===== src/rtl/alu_multicycle.sv =====
// rtl/alu_multicycle.sv - MIPS ALU with single-cycle logic/arith ops and iterative multu/divu into HI/LO.
module alu_multicycle #(
  parameter int WIDTH = 32
) (
  input  logic             clk,
  input  logic             reset,
  input  logic             start,
  input  logic [3:0]       op,
  input  logic [WIDTH-1:0] a,
  input  logic [WIDTH-1:0] b,
  output logic             busy,
  output logic             done,
  output logic [WIDTH-1:0] result,
  output logic [WIDTH-1:0] hi,
  output logic [WIDTH-1:0] lo,
  output logic             zero,
  output logic             overflow
);
  localparam int CW = (WIDTH > 1) ? $clog2(WIDTH) : 1;
  localparam logic [CW-1:0] CNT_LAST = CW'(WIDTH - 1);
  localparam logic [CW-1:0] CNT_ONE  = CW'(1);

  localparam logic [3:0] OP_AND  = 4'b0000;
  localparam logic [3:0] OP_OR   = 4'b0001;
  localparam logic [3:0] OP_ADD  = 4'b0010;
  localparam logic [3:0] OP_XOR  = 4'b0011;
  localparam logic [3:0] OP_NOR  = 4'b0101;
  localparam logic [3:0] OP_SUB  = 4'b0110;
  localparam logic [3:0] OP_SLT  = 4'b0111;
  localparam logic [3:0] OP_MULU = 4'b1000;
  localparam logic [3:0] OP_DIVU = 4'b1001;

  typedef enum logic [1:0] {IDLE, MUL, DIV, DONE} state_t;

  state_t           state_q;
  logic [CW-1:0]    cnt_q;
  logic [WIDTH-1:0] a_q, b_q, hi_q, lo_q, result_q;
  logic             busy_q, done_q, zero_q, ovf_q;

  logic [WIDTH-1:0]   sum, diff, alu_res_d;
  logic               add_ovf, sub_ovf, alu_ovf_d;
  logic [2*WIDTH-1:0] mul_acc_d;
  logic [WIDTH:0]     div_trial;
  logic [WIDTH-1:0]   div_sub, div_hi_d, div_lo_d;

  always_comb begin
    sum       = a + b;
    diff      = a - b;
    add_ovf   = (a[WIDTH-1] == b[WIDTH-1]) && (sum[WIDTH-1] != a[WIDTH-1]);
    sub_ovf   = (a[WIDTH-1] != b[WIDTH-1]) && (diff[WIDTH-1] != a[WIDTH-1]);
    alu_res_d = '0;
    alu_ovf_d = 1'b0;
    case (op)
      OP_AND: alu_res_d = a & b;
      OP_OR:  alu_res_d = a | b;
      OP_ADD: begin
        alu_res_d = sum;
        alu_ovf_d = add_ovf;
      end
      OP_SUB: begin
        alu_res_d = diff;
        alu_ovf_d = sub_ovf;
      end
      OP_XOR: alu_res_d = a ^ b;
      OP_NOR: alu_res_d = ~(a | b);
      OP_SLT: alu_res_d = {{(WIDTH-1){1'b0}}, diff[WIDTH-1] ^ sub_ovf};
      default: ;
    endcase

    // Multiplier bits consumed MSB first: acc = 2*acc + bit*a.
    mul_acc_d = {hi_q, lo_q} << 1;
    if (b_q[cnt_q]) begin
      mul_acc_d = mul_acc_d + {{WIDTH{1'b0}}, a_q};
    end

    // Restoring step: remainder lives in HI, quotient shifts into LO.
    div_trial = {hi_q, a_q[cnt_q]};
    div_sub   = div_trial[WIDTH-1:0] - b_q;
    if (div_trial >= {1'b0, b_q}) begin
      div_hi_d = div_sub;
      div_lo_d = {lo_q[WIDTH-2:0], 1'b1};
    end else begin
      div_hi_d = div_trial[WIDTH-1:0];
      div_lo_d = {lo_q[WIDTH-2:0], 1'b0};
    end
  end

  always_ff @(posedge clk) begin
    if (reset) begin
      state_q  <= IDLE;
      cnt_q    <= '0;
      a_q      <= '0;
      b_q      <= '0;
      hi_q     <= '0;
      lo_q     <= '0;
      result_q <= '0;
      busy_q   <= 1'b0;
      done_q   <= 1'b0;
      zero_q   <= 1'b1;
      ovf_q    <= 1'b0;
    end else begin
      case (state_q)
        MUL: begin
          {hi_q, lo_q} <= mul_acc_d;
          cnt_q        <= cnt_q - CNT_ONE;
          if (cnt_q == '0) begin
            result_q <= mul_acc_d[WIDTH-1:0];
            zero_q   <= (mul_acc_d[WIDTH-1:0] == '0);
            ovf_q    <= 1'b0;
            busy_q   <= 1'b0;
            done_q   <= 1'b1;
            state_q  <= DONE;
          end
        end
        DIV: begin
          hi_q  <= div_hi_d;
          lo_q  <= div_lo_d;
          cnt_q <= cnt_q - CNT_ONE;
          if (cnt_q == '0) begin
            result_q <= div_lo_d;
            zero_q   <= (div_lo_d == '0);
            ovf_q    <= 1'b0;
            busy_q   <= 1'b0;
            done_q   <= 1'b1;
            state_q  <= DONE;
          end
        end
        default: begin
          // IDLE and DONE both accept, so single-cycle ops can issue every cycle.
          done_q  <= 1'b0;
          busy_q  <= 1'b0;
          state_q <= IDLE;
          if (start) begin
            if (op == OP_MULU || op == OP_DIVU) begin
              a_q     <= a;
              b_q     <= b;
              hi_q    <= '0;
              lo_q    <= '0;
              cnt_q   <= CNT_LAST;
              busy_q  <= 1'b1;
              state_q <= (op == OP_MULU) ? MUL : DIV;
            end else begin
              result_q <= alu_res_d;
              zero_q   <= (alu_res_d == '0);
              ovf_q    <= alu_ovf_d;
              done_q   <= 1'b1;
              state_q  <= DONE;
            end
          end
        end
      endcase
    end
  end

  assign busy     = busy_q;
  assign done     = done_q;
  assign result   = result_q;
  assign hi       = hi_q;
  assign lo       = lo_q;
  assign zero     = zero_q;
  assign overflow = ovf_q;

endmodule


===== config.mk =====
export PLATFORM = sky130hd
export DESIGN_NAME = alu_multicycle
export DESIGN_NICKNAME = d
export VERILOG_FILES = /design/src/rtl/alu_multicycle.sv
export SDC_FILE = /design/constraint.sdc
export NUM_CORES = 1
export LEC_CHECK = 0
export ABC_CLOCK_PERIOD_IN_PS = 10300
export CORE_ASPECT_RATIO = 0.6
export CORE_MARGIN = 5
export CORE_UTILIZATION = 44
export CTS_BUF_LIST = sky130_fd_sc_hd__clkbuf_8
export CTS_CLUSTER_DIAMETER = 40
export DETAILED_ROUTE_END_ITERATION = 16
export PLACE_DENSITY = 0.75
export SLEW_MARGIN = 0
export SYNTH_ARGS = -nofsm -noshare
export SYNTH_HDL_FRONTEND = slang
export SYNTH_SLANG_ARGS = --single-unit

===== constraint.sdc =====
create_clock -name clk -period 10.3 [get_ports clk]
set_input_delay 2.06 -clock clk [delete_from_list [all_inputs] [get_ports clk]]
set_output_delay 2.06 -clock clk [all_outputs]
set_load 0.03 [all_outputs]

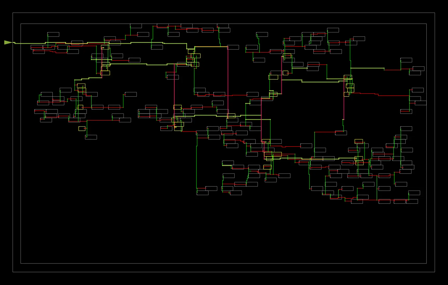
**Above:** clock nets.
Num Clock Sinks: 171
Num CTS Buffers: 17
Layout clock buffers: 18
FF+latch count: 171
clock-net power: 549 uW

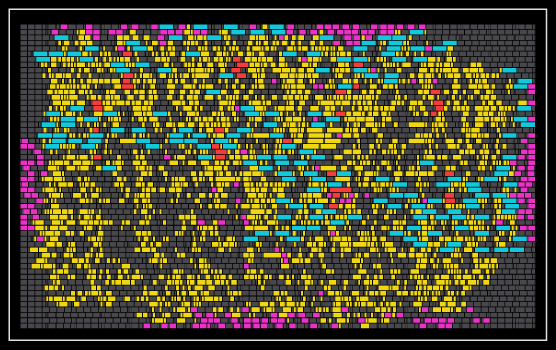
**Above:** placed cells, one colour a class.
Drawn at 2 px/um. Fill, decap, tap and diode cells in grey.
legend:
  cyan:
    class: registers
    cells: 171
    share_of_their_area: 18%
  magenta:
    class: remaining buffers and delay cells
    cells: 199
    share_of_their_area: 9.9%
  red:
    class: clock drivers and dummy loads
    cells: 32
    share_of_their_area: 2.3%
  yellow:
    class: remaining logic cells
    cells: 2,152
    share_of_their_area: 70%
core area: 39,200 um2
Cell Rows: 56
post-route cell area: 20,100 um2
Final Util: 51.1%
sequential share of cell area: 17.1%

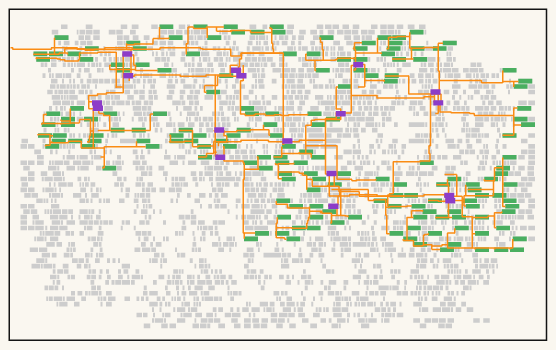
**Above:** clock wires, drivers and flops.
Drawn at 2 px/um.
legend:
  purple:
    item: clock-net drivers
    count: 17
  orange:
    item: clock wires
    length: 2,670 um
  green:
    item: flip-flops
    count: 171
routed clock nets: 18
Worst-Skew Late Latency: 0.52 ns
Max Clock Skew: 0.0292 ns
clock power share: 14.9%

==> results.yml <==
# generated from flow reports
run_status:
  status: "finished, final reports clean"
final_timing:
  min_period_ns: 7.53
  holdWs_ns: 0.461
  period_used_pct: 73.2
  finalHoldViolCount: 0
  final_max_slew_viol_count: 0
  slew_headroom_pct: 13.0
  rsz0062_at_grt: "no"
  finalSetupTns_ns: 0
  tightest_slew_ns: 1.29
critical_path:
  worst-path-stages: 28
  r2r_cells: 17
  max_stage_delay_ns: 0.61
  path_delay_family: "simple AND/OR/NAND/NOR gates"
  critPathSlowestCell: "or4_4"
  path_buffers: 2
  crit_top_cell: "nor2_1"
  cp-endpoint: "zero"
  cp-start-kind: "input pin"
  r2r_start: "cnt_q[0]"
placement:
  place_congestion: 1.06
  place_ws_ns: 2.39
  place_inst: 3044
  portBuffers: 170
  post-dp-hpwl_mm: 62.8
drt:
  viasPerCell: 6.52
  routed.top_layer: "met5"
  drt-initial-drc-count: 3303
  dr.pass1.iters: 7
  wl_per_cell_um: 25.7
floorplanning:
  ioPinCount: 171
  tap_cells: 522
  initCoreUtil_pct: 44.8
  die_w_um: 268
run:
  cap_violations: 0
synthesis:
  logic_family: "AND-OR/OR-AND gates"
  async_flop_share_pct: 0
  ys_top_cells_by_count: "a21oi_1 (303), nand2_1 (297), nor2_1 (255)"
  synth-edff-count: 0
  netlist-cell-type-count: 92
  seq_area_frac_synth_pct: 19.5
  syn_avg_cell_area_um2: 7.13
  yosys.area_share.adder_pct: 12.4
  top_area_share_pct: 19.5
  yosys_most_used_dff: "dfxtp_1"
  ys_warn_count: 0
  ys.flops: 171
  synth_area_um2: 17600
  synthMuxAreaShare_pct: 3.64
grt:
  grt_overflow_total: 0
  grt_pass1_wl_mm: 117
  use_met2_pct: 45.4
  grt_usage_pct: 34.6
final_layout:
  comb-cell-share_pct: 65.1
  antennaDiodeCount: 1
  clk_share_pct: 2.18
  layout-drive-gt1-share_pct: 4.82
  top_area_cell_class: "combinational gates"
  buf_share_pct: 9.53
  lay_top_count: "a21oi_1"
  fin_nets: 2783
min_path:
  min_path_cells: 2
pwr:
  p_int_uw: 1740
  leakage_uw: 0.00789
  peakVddDrop_uv: 224
  power_frac_seq_pct: 22.8
  p_comb_share_pct: 62.3
  p_switching_uw: 1940
  p_comb_uw: 2290
clocking:
  postCtsSetupBuffers: 0
  cts_tree: "yes"
Power is estimated from default activity; no workload was simulated.
